### Metal layers overlaid

(1.5 px per um) Only two layers are drawn.
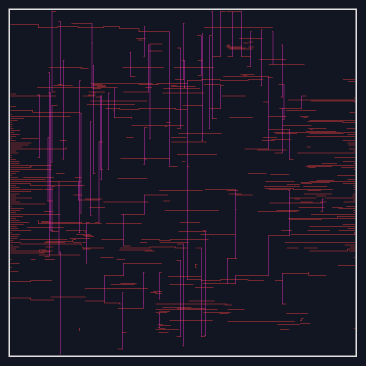
### Placed standard cells

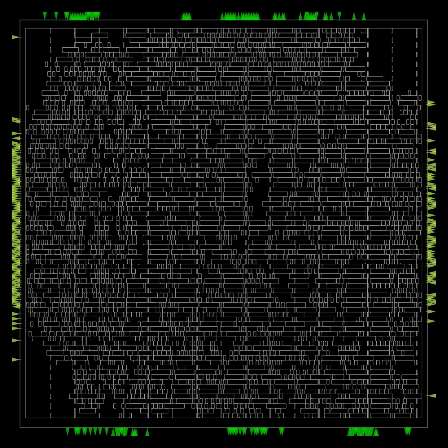
### Routed clock nets over the placement

(2 px per um)
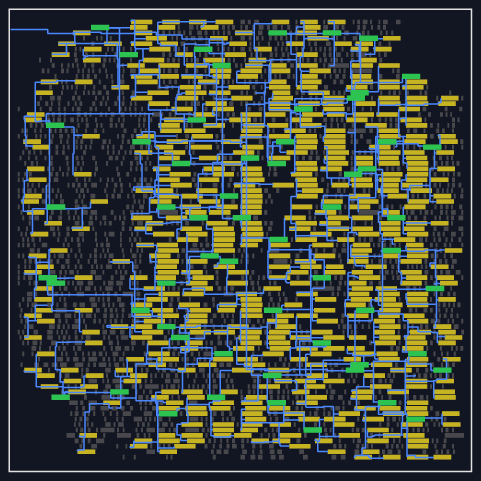
### Cell classes on the final placement

(1 px per um) Fill, decap, tap and diode cells in grey.
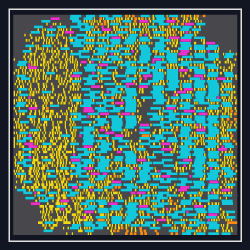
===== config.mk =====
export PLATFORM = sky130hd
export DESIGN_NAME = fetch_queue_flat
export DESIGN_NICKNAME = d
export VERILOG_FILES = /design/src/rtl/fetch_queue_if.sv /design/src/rtl/fetch_queue.sv /design/src/flat_wrapper.sv
export SDC_FILE = /design/constraint.sdc
export NUM_CORES = 1
export LEC_CHECK = 0
export ABC_AREA = 1
export CELL_PAD_IN_SITES_DETAIL_PLACEMENT = 1
export CELL_PAD_IN_SITES_GLOBAL_PLACEMENT = 1
export CORE_MARGIN = 3
export CORE_UTILIZATION = 50
export DETAILED_ROUTE_END_ITERATION = 8
export DONT_BUFFER_PORTS = 1
export PLACE_DENSITY = 0.85
export SYNTH_ARGS = -nofsm -noshare
export SYNTH_HDL_FRONTEND = slang
export SYNTH_SLANG_ARGS = --single-unit

===== constraint.sdc =====
create_clock -name clk -period 5.3 [get_ports clk]
set_clock_uncertainty 0.05 [all_clocks]
set_input_delay 0.795 -clock clk [delete_from_list [all_inputs] [get_ports clk]]
set_output_delay 0.795 -clock clk [all_outputs]
set_load 0.03 [all_outputs]

===== src/rtl/fetch_queue_if.sv =====
// -----------------------------------------------------------------------------
// fetch_queue_if
//   Bundles the three channels that surround the fetch queue:
//     - instruction-memory issue/response channel (mem_*)
//     - IF/ID presentation channel (if_*)
//     - branch redirect (redirect, redirect_pc)
//   master : the fetch queue itself (drives mem_req/mem_addr and if_*)
//   slave  : the surrounding pipeline / memory (drives everything else)
// Parameters:
//   PC_W    fetch PC width (word address)
//   INSTR_W instruction width
// -----------------------------------------------------------------------------
interface fetch_queue_if #(
    parameter int PC_W    = 64,
    parameter int INSTR_W = 32
);
    logic               mem_req;
    logic [PC_W-1:0]    mem_addr;
    logic               mem_ready;
    logic               mem_rvalid;
    logic [INSTR_W-1:0] mem_rdata;

    logic               if_valid;
    logic [PC_W-1:0]    if_pc;
    logic [INSTR_W-1:0] if_instr;
    logic               if_ready;

    logic               redirect;
    logic [PC_W-1:0]    redirect_pc;

    modport master (
        output mem_req, mem_addr, if_valid, if_pc, if_instr,
        input  mem_ready, mem_rvalid, mem_rdata, if_ready, redirect, redirect_pc
    );

    modport slave (
        input  mem_req, mem_addr, if_valid, if_pc, if_instr,
        output mem_ready, mem_rvalid, mem_rdata, if_ready, redirect, redirect_pc
    );
endinterface


===== src/rtl/fetch_queue.sv =====
// -----------------------------------------------------------------------------
// fetch_queue
//   Instruction-fetch stage in front of the IF/ID register. Owns the fetch PC,
//   issues word-addressed requests to instruction memory, buffers in-order
//   responses with their PC in a DEPTH-entry ring, and presents one
//   instruction per cycle to IF/ID. A redirect flushes the ring and discards
//   responses still in flight before fetching from the new target.
// Ports:
//   clk      rising-edge clock
//   reset_n  asynchronous active-low reset
//   bus      fetch_queue_if.master: mem_req/mem_addr/mem_ready issue channel,
//            mem_rvalid/mem_rdata in-order responses, if_valid/if_pc/if_instr/
//            if_ready towards IF/ID, redirect/redirect_pc branch redirect
// Configuration:
//   FETCH_QUEUE_BYPASS_EN  when defined, a response arriving for an empty
//                          queue is presented to IF/ID in the same cycle.
// -----------------------------------------------------------------------------
module fetch_queue #(
    parameter int              DEPTH    = 4,
    parameter int              PC_W     = 64,
    parameter int              INSTR_W  = 32,
    parameter logic [PC_W-1:0] RESET_PC = '0
) (
    input logic           clk,
    input logic           reset_n,
    fetch_queue_if.master bus
);
    localparam int AW = $clog2(DEPTH);
    localparam int CW = AW + 1;
    typedef logic [CW-1:0] cnt_t;
    localparam cnt_t DEPTH_C = cnt_t'(DEPTH);

    logic [PC_W-1:0]    fpc;
    logic [PC_W-1:0]    ent_pc    [DEPTH];
    logic [INSTR_W-1:0] ent_instr [DEPTH];
    logic [DEPTH-1:0]   ent_filled;
    cnt_t               alloc_ptr, fill_ptr, rd_ptr, count, drop_cnt;
    logic [PC_W-1:0]    hold_pc;
    logic [INSTR_W-1:0] hold_instr;

    logic [AW-1:0] alloc_idx, fill_idx, rd_idx;
    cnt_t          unfilled, count_next, drop_next;
    logic          head_filled, head_show, fill_hit, fill_store, issue, pop;

    assign alloc_idx = alloc_ptr[AW-1:0];
    assign fill_idx  = fill_ptr[AW-1:0];
    assign rd_idx    = rd_ptr[AW-1:0];

    // Pointers run over 2*DEPTH, so the difference is the exact number of
    // allocated entries still waiting for their response.
    assign unfilled    = alloc_ptr - fill_ptr;
    assign head_filled = ent_filled[rd_idx] && (count != '0);
    assign fill_hit    = bus.mem_rvalid && (drop_cnt == '0) && (unfilled != '0);

    // Requests stop while reset is held, during a redirect, while stale
    // responses are being drained, and when queued + in-flight reaches DEPTH.
    assign bus.mem_req  = reset_n && !bus.redirect && (drop_cnt == '0) && (count < DEPTH_C);
    assign bus.mem_addr = fpc;
    assign issue        = bus.mem_req && bus.mem_ready;

`ifdef FETCH_QUEUE_BYPASS_EN
    logic bypass_hit;
    // fill_ptr == rd_ptr means nothing is filled yet, so this response
    // belongs to the head entry and can be shown straight away.
    assign bypass_hit   = fill_hit && (fill_ptr == rd_ptr);
    assign head_show    = head_filled || bypass_hit;
    assign bus.if_instr = head_filled ? ent_instr[rd_idx]
                        : (bypass_hit ? bus.mem_rdata : hold_instr);
    // A bypassed response taken by IF/ID frees its entry without storing it.
    assign fill_store   = fill_hit && !(bypass_hit && bus.if_ready);
`else
    assign head_show    = head_filled;
    assign bus.if_instr = head_filled ? ent_instr[rd_idx] : hold_instr;
    assign fill_store   = fill_hit;
`endif

    // When nothing is presented, the outputs keep the last presented values.
    assign bus.if_pc    = head_show ? ent_pc[rd_idx] : hold_pc;
    assign bus.if_valid = head_show && !bus.redirect;
    assign pop          = bus.if_valid && bus.if_ready;

    always_comb begin
        // NOTE: every variable written here gets a default first, so no latch is inferred.
        count_next = count;
        if (issue && !pop)
            count_next = count + cnt_t'(1);
        else if (pop && !issue)
            count_next = count - cnt_t'(1);

        // Responses still owed after a redirect: carried-over drops plus
        // unfilled entries, less the one arriving in this very cycle.
        drop_next = drop_cnt + unfilled;
        if (bus.mem_rvalid && (drop_next != '0))
            drop_next = drop_next - cnt_t'(1);
    end

    // NOTE: state registers use non-blocking assignments only, so every read sees pre-edge values.
    always_ff @(posedge clk or negedge reset_n) begin
        if (!reset_n) begin
            fpc        <= RESET_PC;
            alloc_ptr  <= '0;
            fill_ptr   <= '0;
            rd_ptr     <= '0;
            count      <= '0;
            drop_cnt   <= '0;
            ent_filled <= '0;
            hold_pc    <= '0;
            hold_instr <= '0;
        end else if (bus.redirect) begin
            fpc        <= bus.redirect_pc;
            alloc_ptr  <= '0;
            fill_ptr   <= '0;
            rd_ptr     <= '0;
            count      <= '0;
            drop_cnt   <= drop_next;
            ent_filled <= '0;
        end else begin
            if ((drop_cnt != '0) && bus.mem_rvalid)
                drop_cnt <= drop_cnt - cnt_t'(1);
            if (fill_hit)
                fill_ptr <= fill_ptr + cnt_t'(1);
            if (fill_store)
                ent_filled[fill_idx] <= 1'b1;
            if (pop) begin
                ent_filled[rd_idx] <= 1'b0;
                rd_ptr             <= rd_ptr + cnt_t'(1);
            end
            if (issue) begin
                alloc_ptr <= alloc_ptr + cnt_t'(1);
                fpc       <= fpc + 1'b1;
            end
            if (bus.if_valid) begin
                hold_pc    <= bus.if_pc;
                hold_instr <= bus.if_instr;
            end
            count <= count_next;
        end
    end

    // NOTE: the payload arrays have no reset; ent_filled alone marks which slots hold data.
    always_ff @(posedge clk) begin
        if (issue)
            ent_pc[alloc_idx] <= fpc;
        if (fill_store && !bus.redirect)
            ent_instr[fill_idx] <= bus.mem_rdata;
    end
endmodule


===== src/flat_wrapper.sv =====
// flat-port wrapper written by rule: the top's interface ports become plain ports
module fetch_queue_flat 
#(
    parameter int              DEPTH    = 4,
    parameter int              PC_W     = 64,
    parameter int              INSTR_W  = 32,
    parameter logic [PC_W-1:0] RESET_PC = '0
)
  (clk, reset_n, bus_mem_req, bus_mem_addr, bus_if_valid, bus_if_pc, bus_if_instr, bus_mem_ready, bus_mem_rvalid, bus_mem_rdata, bus_if_ready, bus_redirect, bus_redirect_pc);
  fetch_queue_if #(.PC_W(PC_W), .INSTR_W(INSTR_W)) bus_i ();
  input logic clk;
  input logic reset_n;
  output wire logic [$bits(bus_i.mem_req)-1:0] bus_mem_req;
  output wire logic [$bits(bus_i.mem_addr)-1:0] bus_mem_addr;
  output wire logic [$bits(bus_i.if_valid)-1:0] bus_if_valid;
  output wire logic [$bits(bus_i.if_pc)-1:0] bus_if_pc;
  output wire logic [$bits(bus_i.if_instr)-1:0] bus_if_instr;
  input wire logic [$bits(bus_i.mem_ready)-1:0] bus_mem_ready;
  input wire logic [$bits(bus_i.mem_rvalid)-1:0] bus_mem_rvalid;
  input wire logic [$bits(bus_i.mem_rdata)-1:0] bus_mem_rdata;
  input wire logic [$bits(bus_i.if_ready)-1:0] bus_if_ready;
  input wire logic [$bits(bus_i.redirect)-1:0] bus_redirect;
  input wire logic [$bits(bus_i.redirect_pc)-1:0] bus_redirect_pc;
  assign bus_mem_req = bus_i.mem_req;
  assign bus_mem_addr = bus_i.mem_addr;
  assign bus_if_valid = bus_i.if_valid;
  assign bus_if_pc = bus_i.if_pc;
  assign bus_if_instr = bus_i.if_instr;
  assign bus_i.mem_ready = bus_mem_ready;
  assign bus_i.mem_rvalid = bus_mem_rvalid;
  assign bus_i.mem_rdata = bus_mem_rdata;
  assign bus_i.if_ready = bus_if_ready;
  assign bus_i.redirect = bus_redirect;
  assign bus_i.redirect_pc = bus_redirect_pc;
  fetch_queue #(.DEPTH(DEPTH), .PC_W(PC_W), .INSTR_W(INSTR_W), .RESET_PC(RESET_PC)) u_core (.clk(clk), .reset_n(reset_n), .bus(bus_i));
endmodule

==> impl_metrics.yaml <==
# generated from flow reports
pwr:
  maxPowerGroup: "sequential cells"
  pg_comb_uw: 1970
  power_density_nw_per_um2: 418
  p_switching_uw: 3650
  power_uw: 11700
  vdd_ir_drop_max_mv: 0.276
  clkPwrFrac: 0.352
  p_clk_uw: 4110
  p_leak_uw: 0.0106
  pwr-share-comb: 0.169
clock_tree:
  postCtsHoldBufs: 1
  cts_setup_buffers: 0
  post_cts_resized: 0
  clk_pin_slew_ns: 0.06
  clock_latency_ns: 0.62
  cts.sink_count: 562
  cts_root_buffer: "clkbuf_16"
  htree_levels: 2
setup_path:
  cp.arrival_ns: 4.00
  reg2reg_depth: 9
  endpoint_kind: "primary output"
  cp_slowest_cell: "dfrtp_4"
  required_ns: 4.45
  timing.rr.start: "u_core.drop_cnt[1]"
  cp_top_family: "buffers and inverters"
  regToRegEndpoint: "u_core.bus.mem_addr[36]"
  r2r_slack_ns: 1.44
  path_common_cell: "buf_4"
  cp_max_fo: 70
  crit_chain: "buf_4 > buf_4 > o21ai_0 > o22ai_1 > nand2_1 > o21ai_0 > buf_4"
  critPathCapture: "bus_if_pc[16]"
  critPathLaunchType: "flip-flop"
  worstSetupPathDepth: 7
  critPathBufInv: 3
  max_stage_delay_ns: 0.94
yosys:
  synthArstFlopShare: 0.317
  synth_chip_area_um2: 25200
  adder_share: 0.0118
  top_cells_by_count: "nand2_1 (489), edfxtp_1 (384), o21ai_0 (323)"
  flop_cell: "edfxtp_1"
  netlist_instances: 2509
  yosysUniqueCellTypes: 40
  synth_area_um2: 25200
  mux_share: 0
  syn-num-nets: 2633
  ys_cells: 2509
  ys_seq_frac: 0.635
  area_leaders: "edfxtp_1 (46%), dfrtp_1 (18%), nand2_1 (7.3%), o21ai_0 (6.4%), nor2_1 (4.0%)"
  top_area_frac: 0.458
  aoi_share: 0.124
  ys_ff: 562
  synth.most_common_cell: "nand2_1"
  yosys_warnings: 0
  simple_gate_area_frac: 0.154
global_routing:
  grt_usage: 0.287
  use_met2: 0.487
  grt_pass1_vias: 20201
  globalRouteMet3Util: 0.0532
  grt_pass1_wl_mm: 117
  grt-ovfl-total: 0
  top_usage_layer: "met2"
cells_and_area:
  fin_area_um2: 27900
  final_core_util: 0.566
  drive_gt1_frac: 0.0850
  buffers: 74
  register_area_um2: 16000
  nonClkBufAreaFrac: 0.0215
  seq_cells: 562
  final_cells: 3231
  seq_area_frac: 0.572
  clk_share: 0.0685
  n_fill_cell: 5402
  largestRegisters: "u_core.ent_pc (256), u_core.ent_instr (128)"
  logic_gate_count: 1569
  logic_area_um2: 7650
  layout_top_cells: "nand2_1 (489), edfxtp_1 (384), o21ai_0 (323)"
  layout_top_cell: "nand2_1"
  regMostFlops: "u_core.ent_pc"
  largestClassByArea: "flip-flops and latches"
  clockBufferCount: 73
  antenna_cells: 1
  fin_nets: 2640
  largest_register_ffs: 256
detailed_routing:
  routed_wl_mm: 77.4
  first_pass_iters: 5
  num_vias: 19099
  top_layer: "met4"
  via_per_inst: 5.91
  wl_met1_mm: 31.3
  route.detailed.drc: 0
  route.met2.wl_mm: 38.0
  ant_nets: 0
status:
  outcome: "complete, no violations"
timing:
  finalCritPeriodShare: 0.914
  finalSetupViolations: 0
  fin_crit_ns: 4.85
  setup_ws_ns: 0.455
  rsz0062_at_grt: "no"
  hold_viol: 0
  fmax_ghz: 0.206
  drv_slew: 0
  worstMarginPinSlew_ns: 1.15
  whs_ns: 0.173
  totalNegativeSetupSlack_ns: 0
hold_path:
  min_path_type: "primary input to asynchronous set/reset pin"
flow_run:
  maxCapViolCount: 0
  log.warning_count: 42
floorplanning:
  dieArea_um2: 53100
  fp.dieW_um: 230
  die_height_um: 230
place:
  dp_worst_setup_slack_ns: 0.991
  place_area_um2: 26000
  placed_cells_incl_taps: 3119
-- 'Metal layers overlaid' (at the start) --
[magenta] metal 4 | wire length: 2870 um
[red] metal 3 | wire length: 5200 um

-- 'Placed standard cells' (at the start) --
tap cell count: 664
core area: 49400 um^2
num rows: 81

-- 'Routed clock nets over the placement' (at the start) --
[yellow] flip-flops | count: 562
[blue] clock wires | length: 6870 um
[green] clock drivers | count: 58
routed clock nets: 59
flops lie: all over the die

-- 'Cell classes on the final placement' (at the start) --
[orange] remaining buffers and delay cells | cells: 74 | share of their area: 2.2%
[cyan] sequential cells | cells: 562 | share of their area: 59%
[yellow] combinational and other logic | cells: 1820 | share of their area: 32%
[magenta] clock drivers and dummy loads | cells: 110 | share of their area: 7.1%

Power figures rest on the tool's default switching activity, not on a simulated workload.
